run_1/registers.png
Scale bar: 20 um. Other sequential cells in the stronger grey, the rest of the logic in the fainter grey.
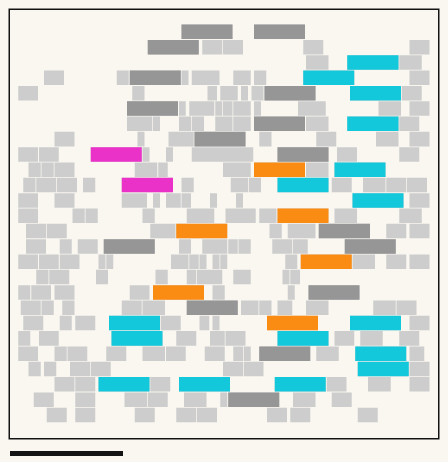
run_1/final_congestion.png
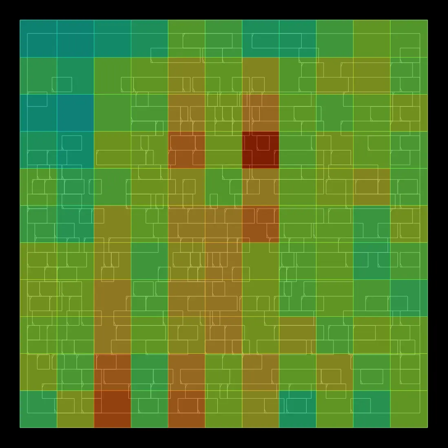
run_1/metal_stack.png
Scale bar: 20 um.
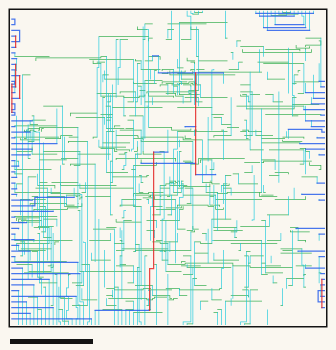
<file path="config.mk">
export PLATFORM = sky130hd
export DESIGN_NAME = fir_coeff_sequencer
export DESIGN_NICKNAME = d
export VERILOG_FILES = /design/src/rtl/fir_ctrl_pkg.sv /design/src/rtl/tap_counter.sv /design/src/rtl/fir_coeff_sequencer.sv
export SDC_FILE = /design/constraint.sdc
export NUM_CORES = 1
export LEC_CHECK = 0
export CORE_UTILIZATION = 38
export CTS_CLUSTER_DIAMETER = 80
export DETAILED_ROUTE_END_ITERATION = 10
export PLACE_DENSITY_LB_ADDON = 0.12
export SLEW_MARGIN = 30
export SYNTH_ARGS = -nofsm -noshare
export SYNTH_HDL_FRONTEND = slang
export SYNTH_SLANG_ARGS = --single-unit
</file>
<file path="constraint.sdc">
create_clock -name clk -period 4.49 [get_ports clk]
set_input_delay 0.898 -clock clk [delete_from_list [all_inputs] [get_ports clk]]
set_output_delay 0.898 -clock clk [all_outputs]
set_load 0.005 [all_outputs]
</file>
<file path="src/rtl/fir_ctrl_pkg.sv">
`default_nettype none
// ============================================================================
// Module      : fir_ctrl_pkg
// Description : Shared constants and types for the FIR coefficient sequencer.
// Revision    : 1.0 - initial release
// ============================================================================
package fir_ctrl_pkg;

    localparam int NTAPS = 41;
    localparam int DW    = 16;
    localparam int AW    = 6;

    typedef enum logic [1:0] {
        IDLE  = 2'd0,
        LOAD  = 2'd1,
        FLUSH = 2'd2,
        RUN   = 2'd3
    } fir_seq_state_t;

    typedef logic [DW-1:0]   sample_t;
    typedef logic [2*DW-1:0] acc_t;

endpackage
`default_nettype wire

</file>
<file path="src/rtl/tap_counter.sv">
`default_nettype none
// ============================================================================
// Module      : tap_counter
// Description : Up-counter with synchronous clear, enable and a flag that is
//               high while the count equals TERMINAL.
// Revision    : 1.0 - initial release
// ============================================================================
module tap_counter #(
    parameter int W        = 6,
    parameter int TERMINAL = 40
) (
    input  logic         clk,
    input  logic         rst_n,
    input  logic         clr_i,
    input  logic         en_i,
    output logic [W-1:0] count_o,
    output logic         tc_o
);

    logic [W-1:0] count_q;

    // Clear wins over enable so the owner can hold the count at zero.
    always_ff @(posedge clk or negedge rst_n) begin
        if (!rst_n) begin
            count_q <= '0;
        end else if (clr_i) begin
            count_q <= '0;
        end else if (en_i) begin
            count_q <= count_q + W'(1);
        end
    end

    assign count_o = count_q;
    assign tc_o    = (count_q == W'(TERMINAL));

endmodule
`default_nettype wire

</file>
<file path="src/rtl/fir_coeff_sequencer.sv">
`default_nettype none
// ============================================================================
// Module      : fir_coeff_sequencer
// Description : Loads a coefficient set into the FIR, flushes its delay line
//               with zeros, then gates samples in and qualifies outputs.
// Revision    : 1.0 - initial release
// ============================================================================
module fir_coeff_sequencer #(
    parameter int NTAPS = fir_ctrl_pkg::NTAPS,
    parameter int DW    = fir_ctrl_pkg::DW,
    parameter int AW    = fir_ctrl_pkg::AW
) (
    input  logic            clk,
    input  logic            rst_n,
    input  logic            start_i,
    input  logic            abort_i,
    input  logic            cfg_valid_i,
    output logic            cfg_ready_o,
    input  logic [DW-1:0]   cfg_data_i,
    output logic            coeff_update_o,
    output logic [AW-1:0]   coeff_sel_o,
    output logic [DW-1:0]   new_coeff_o,
    input  logic            smp_valid_i,
    input  logic [DW-1:0]   smp_data_i,
    output logic [DW-1:0]   fir_din_o,
    input  logic [2*DW-1:0] fir_dout_i,
    output logic            out_valid_o,
    output logic [2*DW-1:0] out_data_o,
    output logic            busy_o,
    output logic            done_o,
    output logic            err_o,
    output logic            drop_o
);

    import fir_ctrl_pkg::*;

    fir_seq_state_t state_q;

    logic            coeff_update_q;
    logic [AW-1:0]   coeff_sel_q;
    logic [DW-1:0]   new_coeff_q;
    logic            out_valid_q;
    logic            done_q;
    logic            err_q;

    logic [AW-1:0]   idx;
    logic            idx_tc;
    logic [AW-1:0]   fcnt_unused;
    logic            fcnt_tc;
    logic            hs;

    // A coefficient word is consumed whenever LOAD sees cfg_valid.
    assign hs = (state_q == LOAD) && cfg_valid_i;

    // Coefficient index: parked at zero outside LOAD, steps on each accepted word.
    tap_counter #(
        .W        (AW),
        .TERMINAL (NTAPS - 1)
    ) u_idx_cnt (
        .clk     (clk),
        .rst_n   (rst_n),
        .clr_i   (state_q != LOAD),
        .en_i    (hs && !abort_i),
        .count_o (idx),
        .tc_o    (idx_tc)
    );

    // Flush length counter: parked at zero outside FLUSH, steps every FLUSH cycle.
    tap_counter #(
        .W        (AW),
        .TERMINAL (NTAPS - 1)
    ) u_fcnt_cnt (
        .clk     (clk),
        .rst_n   (rst_n),
        .clr_i   (state_q != FLUSH),
        .en_i    (state_q == FLUSH),
        .count_o (fcnt_unused),
        .tc_o    (fcnt_tc)
    );

    // Sequencer FSM with registered strobes; abort outranks start and the last word.
    always_ff @(posedge clk or negedge rst_n) begin
        if (!rst_n) begin
            state_q        <= IDLE;
            coeff_update_q <= 1'b0;
            coeff_sel_q    <= '0;
            new_coeff_q    <= '0;
            out_valid_q    <= 1'b0;
            done_q         <= 1'b0;
            err_q          <= 1'b0;
        end else begin
            coeff_update_q <= 1'b0;
            out_valid_q    <= 1'b0;
            done_q         <= 1'b0;
            err_q          <= 1'b0;
            case (state_q)
                IDLE: begin
                    if (start_i) begin
                        state_q <= LOAD;
                    end
                end
                LOAD: begin
                    if (abort_i) begin
                        state_q <= IDLE;
                        err_q   <= 1'b1;
                    end else if (cfg_valid_i) begin
                        coeff_update_q <= 1'b1;
                        coeff_sel_q    <= idx;
                        new_coeff_q    <= cfg_data_i;
                        if (idx_tc) begin
                            state_q <= FLUSH;
                        end
                    end
                end
                FLUSH: begin
                    if (abort_i) begin
                        state_q <= IDLE;
                        err_q   <= 1'b1;
                    end else if (fcnt_tc) begin
                        state_q <= RUN;
                        done_q  <= 1'b1;
                    end
                end
                RUN: begin
                    if (start_i) begin
                        state_q <= LOAD;
                    end else begin
                        out_valid_q <= smp_valid_i;
                    end
                end
                default: begin
                    state_q <= IDLE;
                end
            endcase
        end
    end

    assign cfg_ready_o    = (state_q == LOAD);
    assign busy_o         = (state_q == LOAD) || (state_q == FLUSH);
    assign fir_din_o      = ((state_q == RUN) && smp_valid_i) ? smp_data_i : '0;
    assign drop_o         = smp_valid_i && (state_q != RUN);
    assign out_data_o     = fir_dout_i;

    assign coeff_update_o = coeff_update_q;
    assign coeff_sel_o    = coeff_sel_q;
    assign new_coeff_o    = new_coeff_q;
    assign out_valid_o    = out_valid_q;
    assign done_o         = done_q;
    assign err_o          = err_q;

endmodule
`default_nettype wire
</file>
==> qor.tcl, run 1 <==
set qor(dr_wl_met2_mm) 2.12
set qor(vias_per_cell) 4.73
set qor(total_switching_power_uw) 350
set qor(ios) 147
set qor(comb_area_um2) 762
set qor(cts_max_path_buffers) 2
set qor(tapcell_count) 70
set qor(first_global_vias) 1405
set qor(whs_path_depth) 2
set qor(cts_root_buffer) {sky130_fd_sc_hd__clkbuf_8}
set qor(hold_path.class) {reg -> reg}
set qor(worst-path-max-fanout) 18
set qor(post_synth_ao_oa_area_fraction) 0.0247
set qor(grt.met1_usage) 0.189
set qor(maxPowerGroup) {combinational cells}
set qor(final_layout_size_suffix_gt1_frac) 0.134
set qor(tightest_slew_ps) 632
set qor(hold_ws_ps) 484
set qor(power_combinational_uw) 519
set qor(grt_remaining_overflow) 0
set qor(dp_slack_ps) 1210
set qor(fin_area_um2) 2820
set qor(crit_required_ps) 3590
set qor(cts.repair_timing.setup_buffer_count) 0
set qor(critical_path.slowest_cell) {sky130_fd_sc_hd__clkdlybuf4s50_1}
set qor(worst_clock_skew_ps) 8.00
set qor(clock_cell_area_share) 0.0382
set qor(synth.mux.area_fraction) 0.114
set qor(buffer_area_frac) 0.293
set qor(seq_cell_count) 40
set qor(post_dp_cell_area_um2) 2710
set qor(maxCapViolCount) 0
set qor(flip_flops_with_a_built_in_enable) 0
set qor(final.fill_count) 448
set qor(syn_area_um2) 2080
set qor(status) {complete, no violations}
set qor(clkSinkCount) 40
set qor(rsz0062_at_grt) {no}
set qor(yosys_register_bits) 40
set qor(topCellsByArea) {sky130_fd_sc_hd__dfrtp_1 48%, sky130_fd_sc_hd__buf_4 12%, sky130_fd_sc_hd__mux2_2 11%}
set qor(inverters_excl_clock) 9
set qor(nNetsFinal) 314
set qor(postLayoutSetupSlackWorst_ps) 1210
set qor(power.density_cell_area_nw_per_um2) 466
set qor(yosysUniqueCellTypes) 26
set qor(fraction_of_area_in_multi_input_gates) 0.270
set qor(drt_first_iter_violations) 58
set qor(power_share_of_the_sequential_group) 0.389
set qor(most_common_cell) {sky130_fd_sc_hd__dfrtp_1}
set qor(chip_area_um2) 5770
set qor(timing.reg2reg.worst_path_depth) 6
set qor(chipHeight_um) 76.0
set qor(post-route-drc-count) 0
set qor(log.warning_count) 30
set qor(totalPowerFinal_uw) 1310
set qor(post_route_non_filler_standard_cell_count) 308
set qor(insertedDiodeCount) 0
set qor(p_int_uw) 963
set qor(min_from) {coeff_sel_o[0]$_DFFE_PN0P_}
set qor(cp-end-kind) {primary output}
set qor(clkPwrFrac) 0.216
set qor(common_cells) {40 x sky130_fd_sc_hd__dfrtp_1, 32 x sky130_fd_sc_hd__buf_4, 21 x sky130_fd_sc_hd__mux2_2, 17 x sky130_fd_sc_hd__and3_1, 9 x sky130_fd_sc_hd__inv_1}
set qor(layout.comb_gates.multi_input) 98
set qor(setup_viol_count_final) 0
set qor(area_growth_syn_to_layout_pct) 35.6
set qor(port_buffers) 82
set qor(clock_insertion_delay_worst_skew_ps) 290
set qor(top_area_frac) 0.482
set qor(cts_buffers) 5
set qor(dr_wl_met3_um) 406
set qor(combPwrFrac) 0.395
set qor(global_route_wire_length_before_repair_mm) 7.06
set qor(reg2reg_slack_ps) 2200
set qor(die_w_um) 76.0
set qor(number_of_antenna_violations_at_the_first_check_in_global_routing) 0
About registers.png:
cyan -> new_coeff_o  # sequential cells 16
magenta -> state_q  # sequential cells 2
orange -> u_idx_cnt.count_o  # sequential cells 6
not coloured = 16
Core Util, Final: 0.545
Seq. pwr: 511 uW

About final_congestion.png:
highest-utilization routing layer at the global route stage: met2
detailed-route wire length per cell: 14.1 um

About metal_stack.png:
green -> met1  # wire length 1740 um
red -> met4  # wire length 90.7 um
cyan -> met2  # wire length 2120 um
blue -> met3  # wire length 407 um
Via Count: 1456
total length of routed wires: 4.36 mm
Total Routing Usage GR: 0.158

run 1: worst max path at each step:
stage,to,cells after the start,start
2_1_floorplan,fir_din_o[10],2,smp_valid_i
3_3_place_gp,fir_din_o[2],3,smp_valid_i
3_5_place_dp,fir_din_o[3],3,smp_valid_i
4_1_cts,fir_din_o[3],3,smp_valid_i
5_1_grt,fir_din_o[2],3,smp_valid_i
6_report,fir_din_o[3],3,smp_valid_i
run 1: registers in the layout, summed over array words and instances, names as in the netlist:
signal and flops:
state_q 2, u_fcnt_cnt.count_o 6, coeff_sel_o 6, u_idx_cnt.count_o 6, coeff_update_o 1, done_o 1
err_o 1, out_valid_o 1, new_coeff_o 16
--- run 2 (diff from run 1) ---
CORE_UTILIZATION = 35   (was 38)
clock period = 3.1 ns   (was 4.49 ns; I/O delays follow)
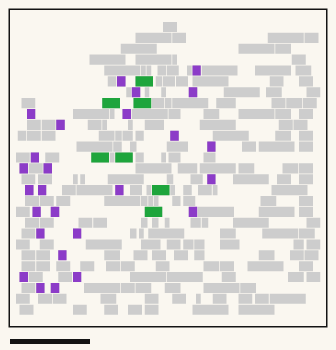
run_2/gate_families.png
Scale bar: 20 um.
purple -> AND and OR gates  # cells 26
green -> adder and majority cells  # cells 7, where centre
fraction of area in multi-input gates: 0.272
post-route non-filler standard cell count: 310
most numerous logic cell after layout: sky130_fd_sc_hd__clkdlybuf4s50_1

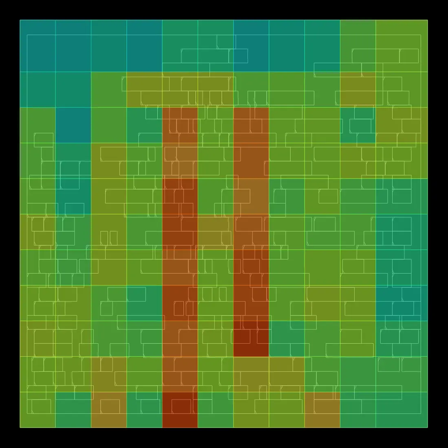
run_2/final_congestion.png
Global Route met2 Usage: 0.249
Core Util, Final: 0.499
global-route track usage on met3: 0.0609
Total Routing Usage GR: 0.150

==> run 2 against run 1 <==
Against the previous run:
- setup slack lost 840 ps
- count of clock-buffer cells in the layout is the same
- clock power increased by 12%
- non-clock buffer count rose by 1
- utilization down 4.6 points
- synthesized cell count unchanged
- first-iteration DRC count fell by 43%
- power is 38% higher
- sequential share of layout area grew 0.25 points
- highest routed layer unchanged
==> qor.tcl, run 2 <==
set qor(topCellsByArea) {sky130_fd_sc_hd__dfrtp_1 48%, sky130_fd_sc_hd__buf_4 12%, sky130_fd_sc_hd__mux2_2 11%}
set qor(fp_nets) 261
set qor(global_route_wire_length_before_repair_mm) 7.12 ;# +0.88%
set qor(synth_xor_xnor_area_share) 0.0337
set qor(yosys_register_bits) 40 ;# unchanged
set qor(nNetsFinal) 315 ;# +0.32%
set qor(post-route-drc-count) 0 ;# unchanged
set qor(setup_viol_count_final) 0 ;# unchanged
set qor(startpoint_type) {input pin}
set qor(post_dp_cell_area_um2) 2720 ;# +0.37%
set qor(log.warning_count) 30 ;# unchanged
set qor(ys.flop_type) {sky130_fd_sc_hd__dfrtp_1}
set qor(critical_path_cell_count) 3 ;# unchanged
set qor(number_of_antenna_violations_at_the_first_check_in_global_routing) 0 ;# unchanged
set qor(arrival_ps) 2110
set qor(final_max_slew_viol_count) 0
set qor(core_area_um2) 5610
set qor(fa_ha_area_frac) 0.0421
set qor(hold_path.class) {in -> async}
set qor(top_area_frac) 0.482 ;# unchanged
set qor(vdd.ir_drop.worst_mv) 0.299
set qor(asyncSetResetFlopFracSynth) 1.00
set qor(final_layout_size_suffix_gt1_frac) 0.134 ;# unchanged
set qor(p_leak_uw) 0.00127
set qor(die_w_um) 79.1 ;# +4.1%
set qor(cts_buffers) 5 ;# unchanged
set qor(cts_max_path_buffers) 2 ;# unchanged
set qor(clkSinkCount) 40 ;# unchanged
set qor(syn_area_um2) 2080 ;# unchanged
set qor(slowest_delay_ps) 750
set qor(worstSetupPathType) {in -> out}
set qor(ios) 147 ;# unchanged
set qor(critical_path.startpoint) {smp_valid_i}
set qor(post-synth-top-area-cell) {sky130_fd_sc_hd__dfrtp_1}
set qor(area_growth_syn_to_layout_pct) 34.6
set qor(post_synth_ao_oa_area_fraction) 0.0247 ;# unchanged
set qor(dp_slack_ps) 340 ;# -870 ps
set qor(antenna_violating_nets_post_route) 0
set qor(flip_flops_with_a_built_in_enable) 0 ;# unchanged
set qor(endpoint) {fir_din_o[7]}
set qor(synth_simple_gate_area_share) 0.152
set qor(fin_area_um2) 2800 ;# -0.71%
set qor(insertedDiodeCount) 0 ;# unchanged
set qor(timing.reg2reg.worst_path_depth) 6 ;# unchanged
set qor(setup_total_negative_slack_ps) 0
set qor(crit_required_ps) 2480 ;# -1110 ps
set qor(ctsHoldBuffers) 0
set qor(timing.final.hold_violations) 0
set qor(postCtsResizedCells) 0
set qor(common_cells) {40 x sky130_fd_sc_hd__dfrtp_1, 32 x sky130_fd_sc_hd__buf_4, 21 x sky130_fd_sc_hd__mux2_2, 17 x sky130_fd_sc_hd__and3_1, 9 x sky130_fd_sc_hd__inv_1}
set qor(vias_per_cell) 4.70 ;# -0.65%
set qor(chip_area_um2) 6250 ;# +8.3%
set qor(first_global_vias) 1497 ;# +6.5%
set qor(clock_tree.htree_level_count) 2
set qor(yosysUniqueCellTypes) 26 ;# unchanged
set qor(comb_area_um2) 762 ;# unchanged
set qor(number_of_flip_flops_in_the_largest_register) 16 ;# unchanged
set qor(power.density_cell_area_nw_per_um2) 647 ;# +39%
set qor(synth.yosys.warnings) 0
set qor(worst-path-max-fanout) 18 ;# unchanged
set qor(hold_ws_ps) 304 ;# -179 ps
set qor(critical_path.reg2reg.startpoint) {state_q[1]$_DFFE_PN0P_}
set qor(dr_total_vias) 1456 ;# unchanged
set qor(crit_buf_inv) 2
set qor(grt.met1_usage) 0.160 ;# -0.0290
set qor(synthTopLogicFamily) {simple AND/OR/NAND/NOR gates}
set qor(starting_utilization_of_the_core_area) 0.371
set qor(dp_cells) 303
set qor(grt_remaining_overflow) 0 ;# unchanged
set qor(wl_per_cell_um) 14.3 ;# +0.93%
set qor(rr_endpoint) {u_idx_cnt.count_o[3]$_DFFE_PN0P_}
set qor(final.fill_count) 521 ;# +16%
set qor(critical_path.slowest_cell) {sky130_fd_sc_hd__clkdlybuf4s50_1}
set qor(maxCapViolCount) 0 ;# unchanged
set qor(crit_chain) {clkdlybuf4s50_1, and3_1, clkdlybuf4s50_1}
set qor(ff_latch_area_um2) 1000
set qor(tritoncts_clock_tree) {done}
set qor(worst_clock_skew_ps) 4.90 ;# -3.10 ps
set qor(most_common_cell) {sky130_fd_sc_hd__dfrtp_1}
set qor(max_slew_margin) 0.661
set qor(rsz0062_at_grt) {no}
set qor(yosys.stat.seqShare) 0.482
set qor(cp-end-kind) {primary output}
set qor(syn-instance-count) 184
set qor(postRouteWirelength_mm) 4.43 ;# +1.6%
set qor(totalPowerFinal_uw) 1810 ;# +38%
set qor(status) {complete, no violations}
set qor(tightest_slew_ps) 508 ;# -124 ps
set qor(cts.repair_timing.setup_buffer_count) 0 ;# unchanged
set qor(postLayoutSetupSlackWorst_ps) 366 ;# -843 ps
set qor(clock_insertion_delay_worst_skew_ps) 290 ;# about the same
set qor(min_period_ps) 2730
set qor(synth.mux.area_fraction) 0.114 ;# unchanged
set qor(post-route-period-util) 0.882
set qor(cts_root_buffer) {sky130_fd_sc_hd__clkbuf_8}
set qor(postSynthAreaPerCell_um2) 11.3
set qor(grt_most_used_layer) {met2}
set qor(reg2reg_slack_ps) 1340 ;# -860 ps
set qor(clk_transition_reported_paths_ps) 70
set qor(firstDrtPassIters) 4
set qor(synth_stat.cells) 184
set qor(chipHeight_um) 79.1 ;# +4.1%
set qor(port_buffers) 82 ;# unchanged
set qor(place.gp.congestion) 0.728
set qor(drt_first_iter_violations) 33 ;# -43%
-- run 2: worst register-to-register path, delay by kind of cell (launching register included) --
family	cells	cell delay, ps
compound gates	1	140
flops	1	400
buf+inv	2	320
simple gates	2	500
fa+ha+maj	1	340
-- run 2: layer usage --
metal / up-vias / part of all wire
li1: 683 / -
met1: 670 / 0.39
met2: 77 / 0.47
met3: 26 / 0.11
met4: 0 / 0.036
met5: - / 0
-- run 2: area by class of cell --
class	instances	area share
repair buffers	84	0.298
clock buffers	6	0.0259
multi-input cells	98	0.272
inverters	9	0.0121
well taps	72	0.0322
clock inverters	1	0.00179
flip-flops and latches	40	0.358
-- run 2: report_power, final --
group,internal [uW],switching (uW),leakage (uW)
logic,489,261,0.000706
clock network,153,165,0.0000410
registers,668,74.0,0.000521
Power figures rest on the tool's default switching activity, not on a simulated workload.
